<file path="config.mk">
export PLATFORM = sky130hd
export DESIGN_NAME = alu_seq
export DESIGN_NICKNAME = d
export VERILOG_FILES = /design/src/rtl/alu_seq_pkg.sv /design/src/rtl/alu_seq_adder.sv /design/src/rtl/alu_seq.sv
export SDC_FILE = /design/constraint.sdc
export NUM_CORES = 1
export LEC_CHECK = 0
export ABC_AREA = 1
export CAP_MARGIN = 20
export CORE_UTILIZATION = 61
export DETAILED_ROUTE_END_ITERATION = 10
export PLACE_DENSITY = 0.79
export SLEW_MARGIN = 0
export SYNTH_ARGS = -nofsm -noshare
export SYNTH_HDL_FRONTEND = slang
export SYNTH_HIERARCHICAL = 1
export SYNTH_SLANG_ARGS = --single-unit
</file>
<file path="constraint.sdc">
create_clock -name clk -period 2.6 [get_ports clk]
set_input_delay 0.65 -clock clk [delete_from_list [all_inputs] [get_ports clk]]
set_output_delay 0.65 -clock clk [all_outputs]
set_load 0.02 [all_outputs]
</file>
<file path="src/rtl/alu_seq_pkg.sv">
// Shared opcodes and FSM state encoding for the sequential ALU.
package alu_seq_pkg;

   localparam logic [3:0] OP_ADD  = 4'b0000;
   localparam logic [3:0] OP_SUB  = 4'b0001;
   localparam logic [3:0] OP_NOT  = 4'b0010;
   localparam logic [3:0] OP_AND  = 4'b0011;
   localparam logic [3:0] OP_OR   = 4'b0100;
   localparam logic [3:0] OP_XOR  = 4'b0101;
   localparam logic [3:0] OP_SLT  = 4'b0110;
   localparam logic [3:0] OP_EQ   = 4'b0111;
   localparam logic [3:0] OP_SLL  = 4'b1000;
   localparam logic [3:0] OP_SRL  = 4'b1001;
   localparam logic [3:0] OP_SRA  = 4'b1010;
   localparam logic [3:0] OP_MUL  = 4'b1011;
   localparam logic [3:0] OP_RSV0 = 4'b1100;
   localparam logic [3:0] OP_RSV1 = 4'b1101;
   localparam logic [3:0] OP_RSV2 = 4'b1110;
   localparam logic [3:0] OP_RSV3 = 4'b1111;

   typedef enum logic [1:0] {
      ST_IDLE = 2'b00,
      ST_MUL  = 2'b01,
      ST_DONE = 2'b10
   } state_t;

endpackage

</file>
<file path="src/rtl/alu_seq_adder.sv">
// N-bit ripple adder with carry-in, giving sum, carry-out, zero and signed overflow.
module alu_seq_adder #(
   parameter int N = 8
) (
   input  logic [N-1:0] i_a,
   input  logic [N-1:0] i_b,
   input  logic         i_cin,
   output logic [N-1:0] o_s,
   output logic         o_c,
   output logic         o_z,
   output logic         o_v
);

   logic [N:0] w_sum;

   assign w_sum = {1'b0, i_a} + {1'b0, i_b} + {{N{1'b0}}, i_cin};
   assign o_s   = w_sum[N-1:0];
   assign o_c   = w_sum[N];
   assign o_z   = (w_sum[N-1:0] == {N{1'b0}});
   // Overflow: operands share a sign that the sum does not.
   assign o_v   = (i_a[N-1] == i_b[N-1]) & (w_sum[N-1] != i_a[N-1]);

endmodule

</file>
<file path="src/rtl/alu_seq.sv">
// Registered WIDTH-bit ALU with valid/ready handshakes; single-cycle ops take one
// clock, unsigned multiply iterates shift-add over WIDTH clocks.
module alu_seq
   import alu_seq_pkg::*;
#(
   parameter int WIDTH = 8
) (
   input  logic             clk,
   input  logic             rst,
   input  logic             in_valid,
   output logic             in_ready,
   input  logic [3:0]       op,
   input  logic [WIDTH-1:0] in_x,
   input  logic [WIDTH-1:0] in_y,
   output logic             out_valid,
   input  logic             out_ready,
   output logic [WIDTH-1:0] out_s,
   output logic             out_c,
   output logic             zero,
   output logic             overflow
);

   localparam int          AW       = 2 * WIDTH;
   localparam logic [5:0]  CNT_INIT = 6'(WIDTH);
   localparam logic [31:0] WIDTH_L  = 32'(WIDTH);

   state_t           r_state;
   state_t           w_state_nxt;
   logic             w_accept;
   logic             w_mul_last;
   logic [WIDTH-1:0] w_add_b;
   logic [WIDTH-1:0] w_add_s;
   logic             w_add_c;
   logic             w_add_z;
   logic             w_add_v;
   logic [31:0]      w_amt;
   logic             w_big;
   logic [WIDTH-1:0] w_res_s;
   logic             w_res_c;
   logic             w_res_v;
   logic [AW-1:0]    r_mcand;
   logic [AW-1:0]    r_acc;
   logic [AW-1:0]    w_acc_nxt;
   logic [WIDTH-1:0] r_mplier;
   logic [5:0]       r_cnt;
   logic [WIDTH-1:0] r_out_s;
   logic             r_out_c;
   logic             r_zero;
   logic             r_ovf;

   assign w_accept   = in_valid & (r_state == ST_IDLE);
   assign w_mul_last = (r_state == ST_MUL) & (r_cnt == 6'd1);

   // Every opcode except ADD runs the adder as a subtractor (x + ~y + 1).
   assign w_add_b = (op == OP_ADD) ? in_y : ~in_y;

   alu_seq_adder #(.N(WIDTH)) u_adder (
      .i_a   (in_x),
      .i_b   (w_add_b),
      .i_cin (op != OP_ADD),
      .o_s   (w_add_s),
      .o_c   (w_add_c),
      .o_z   (w_add_z),
      .o_v   (w_add_v)
   );

   assign w_amt     = 32'(in_y);
   assign w_big     = (w_amt >= WIDTH_L);
   assign w_acc_nxt = r_mplier[0] ? (r_acc + r_mcand) : r_acc;

   // Single-cycle result and flags for the current operands.
   always_comb begin
      w_res_s = {WIDTH{1'b0}};
      w_res_c = 1'b0;
      w_res_v = 1'b0;
      case (op)
         OP_ADD, OP_SUB: begin
            w_res_s = w_add_s;
            w_res_c = w_add_c;
            w_res_v = w_add_v;
         end
         OP_NOT: w_res_s = ~in_x;
         OP_AND: w_res_s = in_x & in_y;
         OP_OR:  w_res_s = in_x | in_y;
         OP_XOR: w_res_s = in_x ^ in_y;
         OP_SLT: begin
            w_res_s = {{(WIDTH-1){1'b0}}, w_add_s[WIDTH-1] ^ w_add_v};
            w_res_c = w_add_c;
            w_res_v = w_add_v;
         end
         OP_EQ: begin
            w_res_s = {{(WIDTH-1){1'b0}}, w_add_z};
            w_res_c = w_add_c;
            w_res_v = w_add_v;
         end
         OP_SLL: begin
            if (w_big) w_res_s = {WIDTH{1'b0}};
            else       w_res_s = in_x << w_amt;
         end
         OP_SRL: begin
            if (w_big) w_res_s = {WIDTH{1'b0}};
            else       w_res_s = in_x >> w_amt;
         end
         OP_SRA: begin
            if (w_big) w_res_s = {WIDTH{in_x[WIDTH-1]}};
            else       w_res_s = $unsigned($signed(in_x) >>> w_amt);
         end
         OP_MUL, OP_RSV0, OP_RSV1, OP_RSV2, OP_RSV3: begin
            w_res_s = {WIDTH{1'b0}};
         end
         default: w_res_s = {WIDTH{1'b0}};
      endcase
   end

   // State register.
   always_ff @(posedge clk or posedge rst) begin
      if (rst) r_state <= ST_IDLE;
      else     r_state <= w_state_nxt;
   end

   // Next-state logic; a drain edge never doubles as an accept edge.
   always_comb begin
      w_state_nxt = r_state;
      case (r_state)
         ST_IDLE: begin
            if (w_accept) begin
               if (op == OP_MUL) w_state_nxt = ST_MUL;
               else              w_state_nxt = ST_DONE;
            end else begin
               w_state_nxt = ST_IDLE;
            end
         end
         ST_MUL: begin
            if (r_cnt == 6'd1) w_state_nxt = ST_DONE;
            else               w_state_nxt = ST_MUL;
         end
         ST_DONE: begin
            if (out_ready) w_state_nxt = ST_IDLE;
            else           w_state_nxt = ST_DONE;
         end
         default: w_state_nxt = ST_IDLE;
      endcase
   end

   // Multiplier datapath and result registers.
   always_ff @(posedge clk or posedge rst) begin
      if (rst) begin
         r_mcand  <= {AW{1'b0}};
         r_acc    <= {AW{1'b0}};
         r_mplier <= {WIDTH{1'b0}};
         r_cnt    <= 6'd0;
         r_out_s  <= {WIDTH{1'b0}};
         r_out_c  <= 1'b0;
         r_zero   <= 1'b1;
         r_ovf    <= 1'b0;
      end else if (w_accept) begin
         if (op == OP_MUL) begin
            r_mcand  <= {{WIDTH{1'b0}}, in_x};
            r_mplier <= in_y;
            r_acc    <= {AW{1'b0}};
            r_cnt    <= CNT_INIT;
         end else begin
            r_out_s <= w_res_s;
            r_out_c <= w_res_c;
            r_zero  <= (w_res_s == {WIDTH{1'b0}});
            r_ovf   <= w_res_v;
         end
      end else if (r_state == ST_MUL) begin
         r_acc    <= w_acc_nxt;
         r_mcand  <= r_mcand << 1'b1;
         r_mplier <= r_mplier >> 1'b1;
         r_cnt    <= r_cnt - 6'd1;
         if (w_mul_last) begin
            r_out_s <= w_acc_nxt[WIDTH-1:0];
            r_out_c <= |w_acc_nxt[AW-1:WIDTH];
            r_zero  <= (w_acc_nxt[WIDTH-1:0] == {WIDTH{1'b0}});
            r_ovf   <= 1'b0;
         end
      end
   end

   assign in_ready  = (r_state == ST_IDLE);
   assign out_valid = (r_state == ST_DONE);
   assign out_s     = r_out_s;
   assign out_c     = r_out_c;
   assign zero      = r_zero;
   assign overflow  = r_ovf;

endmodule

</file>
==> flow_summary.json, run 1 <==
{
  "status": "finished with violations",
  "violations": "design-rule violations, negative setup slack",
  "yosys_area_um2": 5580,
  "fin_ws_ps": -495,
  "yosys-mux-area-fraction_pct": 0,
  "ys_warn_count": 6,
  "ant_nets": 0,
  "clock_power_share_pct": 13.7,
  "die_w_um": 97.7,
  "setup_viol": 3,
  "syn_inst": 859,
  "crit_top_cell": "nand2_2",
  "edf_count": 0,
  "syn_area_per_cell_um2": 6.50,
  "fin_skew_ps": 13.9,
  "fmax_mhz": 323,
  "p_switching_mw": 2.77,
  "area_growth_pct": 25.9,
  "ir_drop_mv": 0.410,
  "drc": 4,
  "cts_buffers": 9,
  "wl_met2_mm": 8.78,
  "yosysTopAreaCell": "dfrtp_1",
  "synthesis.area_um2": 5580,
  "num_vias": 6477,
  "arrival_ps": 3380,
  "final-instance-count-excl-fill": 1091,
  "crit_path_cell_trace": "buf_8 -> nor2_4 -> nand2_4 -> buf_4 -> xor2_1 -> ha_1 -> or2_4 -> nand3_2 -> nand2_2 -> nand2_2 -> nand2_2 -> nand2_2 -> nor2_2 -> nor3b_2 -> nor2_1 -> o21ai_1 -> nor2_1 -> nand3_1 -> nand2_1 -> nand2_1 -> nor2_1 -> nand3_1 -> a21oi_2",
  "die_h_um": 97.7,
  "hold_viol_final": 0,
  "relSlewSlack_pct": 61.1,
  "async_flop_share_pct": 100,
  "ff_type": "dfrtp_1",
  "grt_setup_unrepaired": "yes",
  "p_int_mw": 2.98,
  "fp_util_pct": 63.4,
  "drive_gt1_share_pct": 19.8,
  "total_power_mw": 5.75
}
run 1: flip-flops by register name, summed over array words and instances, names as in the netlist:
register / count
r_state: 2
r_mcand: 16
r_cnt: 6
out_s: 8
zero: 1
r_mplier: 8
out_c: 1
overflow: 1
r_acc: 16
run 1: cells in the final DEF (no fill, tap or decap), types with 6 or more instances in the layout:
master             n
ha_1              40
o22ai_1           11
a22oi_1            7
buf_4             94
dfrtp_1           58
clkdlybuf4s50_1   26
nand4_1            6
nand3_1           79
nor2_1            82
a21oi_1           29
inv_1             84
xor2_1            11
nor2_4             6
o21ai_0           50
nand2_1          249
nand3_2           10
or2_2              7
nor2_2             6
inv_2              8
clkbuf_8           9
nand2_2           19
a31oi_1           12
run 1: final timing paths:
| kind | startpoint | end | slack [ps] | depth (start not counted) |
|---|---|---|---|---|
| setup / recovery | op[0] | zero | -500 | 23 |
| hold / removal | out_s[1] | out_s[1] | 520 | 2 |
| setup reg to reg | r_mcand[0] | out_c | 190 | 16 |
| hold reg to reg | out_s[1] | out_s[1] | 520 | 2 |
| max in group asynchronous | rst | zero | 1620 | 3 |
| min in group asynchronous | rst | r_mcand[2] | 680 | 3 |
run 1: cells by family (layout without fill, tap and decap cells):
| family | after synthesis | count (layout) |
|---|---|---|
| AND-OR/OR-AND | 137 | 137 |
| XOR/XNOR | 16 | 16 |
| adder cells (fa/ha/maj) | 43 | 43 |
| buffers and inverters | 121 | 245 |
| flip-flops | 59 | 59 |
| AND/OR/NAND/NOR | 483 | 483 |
run 1: final cells by class:
cell class	instances	area, µm²
fill	610	1780
timing repair buffer	134	1150
tap	108	135
sequential	59	1480
multi-input combinational	679	3720
inverter	95	357
clock inverter	7	61.3
clock buffer	9	124
Figure 1. Cell area per tile (run 1).
10 x 10 tiles, from white (low) to dark blue (high), 0 to 100% covered.
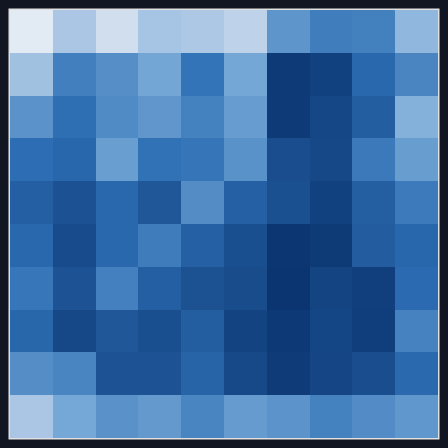
emptiest ninth of the die	upper left
fullest tile	98%
tiles over 75% full	52%
mean over tiles	72%

Figure 2. Gate-type map (run 1).
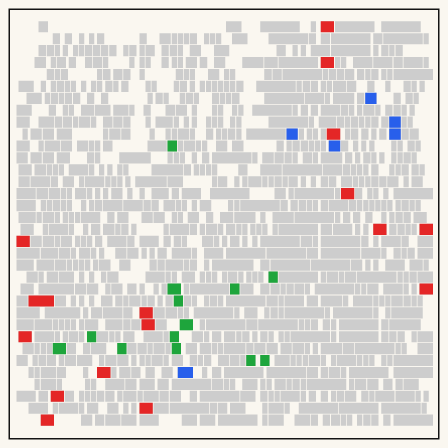
color	family	cells	most used
red	XOR/XNOR gates	16	xor2_1
blue	AND-OR and OR-AND gates	6	a21o_1
green	AND and OR gates	13	or2_2

Figure 3. M2 wires (run 1).
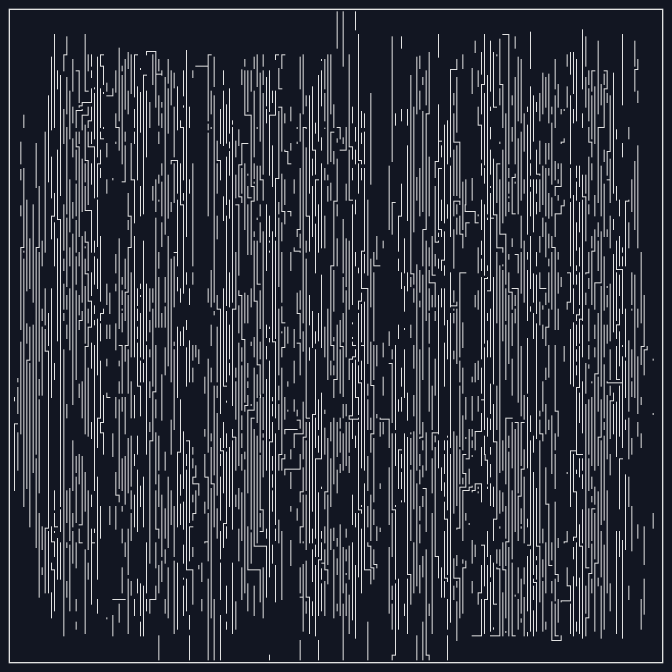
wire length on this layer	8780 µm
longest straight run	43.0 µm
share of all routed wire	49%
nets with wire on the layer	904
main direction	vertical

Figure 4. Routing congestion (run 1).
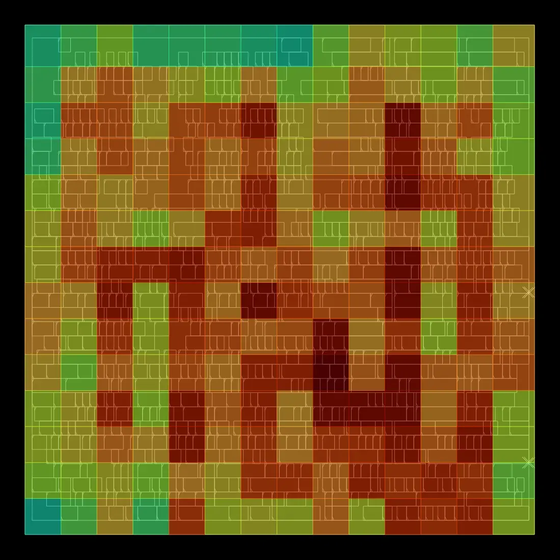
GR Util met3: 6.33%
met2 Usage GRT: 67.3%
Routed WL per cell: 16.4 µm
GRT Util Overall: 38.4%

Figure 5. Wiring by layer (run 1).
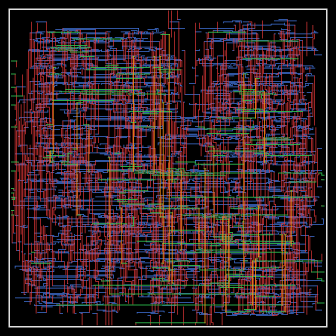

==> inputs of run 2 (changes only) <==
--- a/config.mk
+++ b/config.mk
@@ -7,9 +7,10 @@
 export LEC_CHECK = 0
 export ABC_AREA = 1
 export CAP_MARGIN = 20
-export CORE_UTILIZATION = 61
+export CORE_MARGIN = 10
+export CORE_UTILIZATION = 38
 export DETAILED_ROUTE_END_ITERATION = 10
-export PLACE_DENSITY = 0.79
+export PLACE_DENSITY = 0.52
 export SLEW_MARGIN = 0
 export SYNTH_ARGS = -nofsm -noshare
 export SYNTH_HDL_FRONTEND = slang
Figure 6. Wiring by layer (run 2).
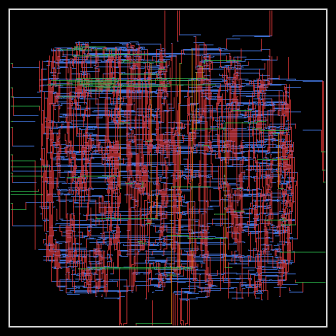
color	layer	wire length
green	met3	897 µm
orange	met4	493 µm
blue	met1	8250 µm
red	met2	10400 µm

==> flow_summary.json, run 2 <==
{
  "globalRouteTotalUtil_pct": 19.9,
  "cts_setup_buffers": 4,
  "synthesis.area_um2": 5580,
  "nets": 1093,
  "fp_util_pct": 38.6,
  "ys_warn_count": 6,
  "root_buffer": "clkbuf_16",
  "core_um2": 14500,
  "grt_setup_unrepaired": "yes",
  "cap_violations": 0,
  "cts_buffers": 9,
  "synth_nets": 926,
  "fin_skew_ps": 6.52,
  "ant_nets": 0,
  "tightestPinTransition_ps": 544,
  "relSlewSlack_pct": 63.7,
  "clock_power_share_pct": 19.2,
  "ff_type": "dfrtp_1",
  "yosys_cells": 859,
  "ys_types": 50,
  "logic_area_um2": 3810,
  "fin_ws_ps": -493,
  "final_cell_mix": "nand2_1, buf_4, nor2_1",
  "dpl.cell_count": 1185,
  "setup_viol": 5,
  "fmax_mhz": 323,
  "async_flop_share_pct": 100,
  "hpwl_mm": 16.4,
  "ir_drop_mv": 0.298,
  "p_int_mw": 3.47,
  "violations": "negative setup slack",
  "edf_count": 0,
  "num_vias": 6312,
  "die_h_um": 141,
  "p_switching_mw": 2.75,
  "crit_top_cell": "nor2_1",
  "slew_violations": 0,
  "drc": 0,
  "avgRoutedWirePerCell_um": 16.5,
  "syn_area_per_cell_um2": 6.50,
  "seq-power_mw": 1.70,
  "area_growth_pct": 38.9,
  "final-instance-count-excl-fill": 1215,
  "seqCellArea_um2": 1480,
  "largestRegisters": "r_acc x16, r_mcand x16",
  "yosys_area_um2": 5580,
  "n_fill_cell": 1429,
  "die_w_um": 141,
  "yosysTopAreaCell": "dfrtp_1",
  "r2r.worst_path.cells": 14,
  "routabilityCongestion": 0.911,
  "status": "finished with violations",
  "arrival_ps": 3360,
  "yosys.cell_count.top_type": "nand2_1",
  "syn_inst": 859,
  "drive_gt1_share_pct": 25.4,
  "powerDensity_nw_per_um2": 802,
  "power_leader": "combinational logic",
  "min_path_cells": 2,
  "hold_viol_final": 0,
  "diodes": 0,
  "layout_top_cell": "nand2_1"
}
Figure 7. Cell area per tile (run 2).
14 x 14 tiles, from white (low) to dark blue (high), 0 to 100% covered.
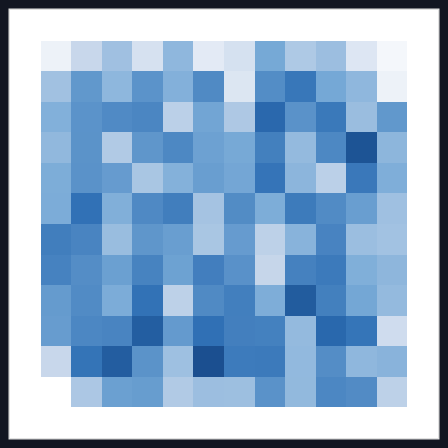
densest ninth of the die	center
fullest tile	87%
mean over tiles	38%

-- run 2: cell counts after synthesis --
No cell type changed its count.
-- run 2: kinds of logic after synthesis --
kind of cell	count (synthesis)	synth area share (%)
simple gates	483	38.3
compound gates	137	14.1
buf+inv	121	8.60
flops	59	26.5
fa+ha+maj	43	10.0
xor+xnor	16	2.51
-- run 2: cell type report --
cell class              count  area share, %
clock buffers               9           2.90
multi-input cells         679           49.1
repair buffers            182           20.2
well taps                 184           2.97
inverters                  95           4.70
flip-flops and latches     59           19.1
clock inverters             7           1.00
-- run 2: worst max-delay path, delay by kind of cell --
family                     cells  cell delay [ps]
AOI/OAI and AO/OA              3              300
adders and majority gates      2              550
and+or+nand+nor               15             1200
buffers and inverters          5              500
xor gates and xnor gates       1              140
-- run 2: routing by layer --
metal,vias up,part of all wire [%],GRT usage [%]
li1,3146,-,-
met1,3004,41,23.6
met2,137,52,34.9
met3,25,4.5,3.02
met4,0,2.5,7.83
met5,-,0,0
-- run 2: final timing paths --
| check | slack, ps | end | start |
|---|---|---|---|
| setup / recovery | -490 | zero | op[3] |
| hold / removal | 500 | r_mplier[7] | r_mplier[7] |
| setup reg to reg | 170 | zero | r_mcand[0] |
| hold reg to reg | 500 | r_mplier[7] | r_mplier[7] |
| max in group asynchronous | 1370 | r_cnt[2] | rst |
| min in group asynchronous | 680 | r_acc[13] | rst |
-- run 2: metrics by stage --
stage | instance area [µm²] | total power [mW] | worst slack [ps] | hold slack [ps] | util, %
after floorplan | 5620 | 3.73 | -519 | 453 | -
after detailed placement | 7110 | 4.91 | -1280 | 481 | 49.1
final | 7750 | 6.22 | -493 | 497 | 53.6
after global placement | 7110 | 4.86 | -1170 | 469 | 49.1
after CTS | 7520 | 6.17 | -542 | 494 | 51.9
after global routing | 7750 | 6.76 | -714 | 527 | 53.6
Power is estimated from default activity; no workload was simulated.
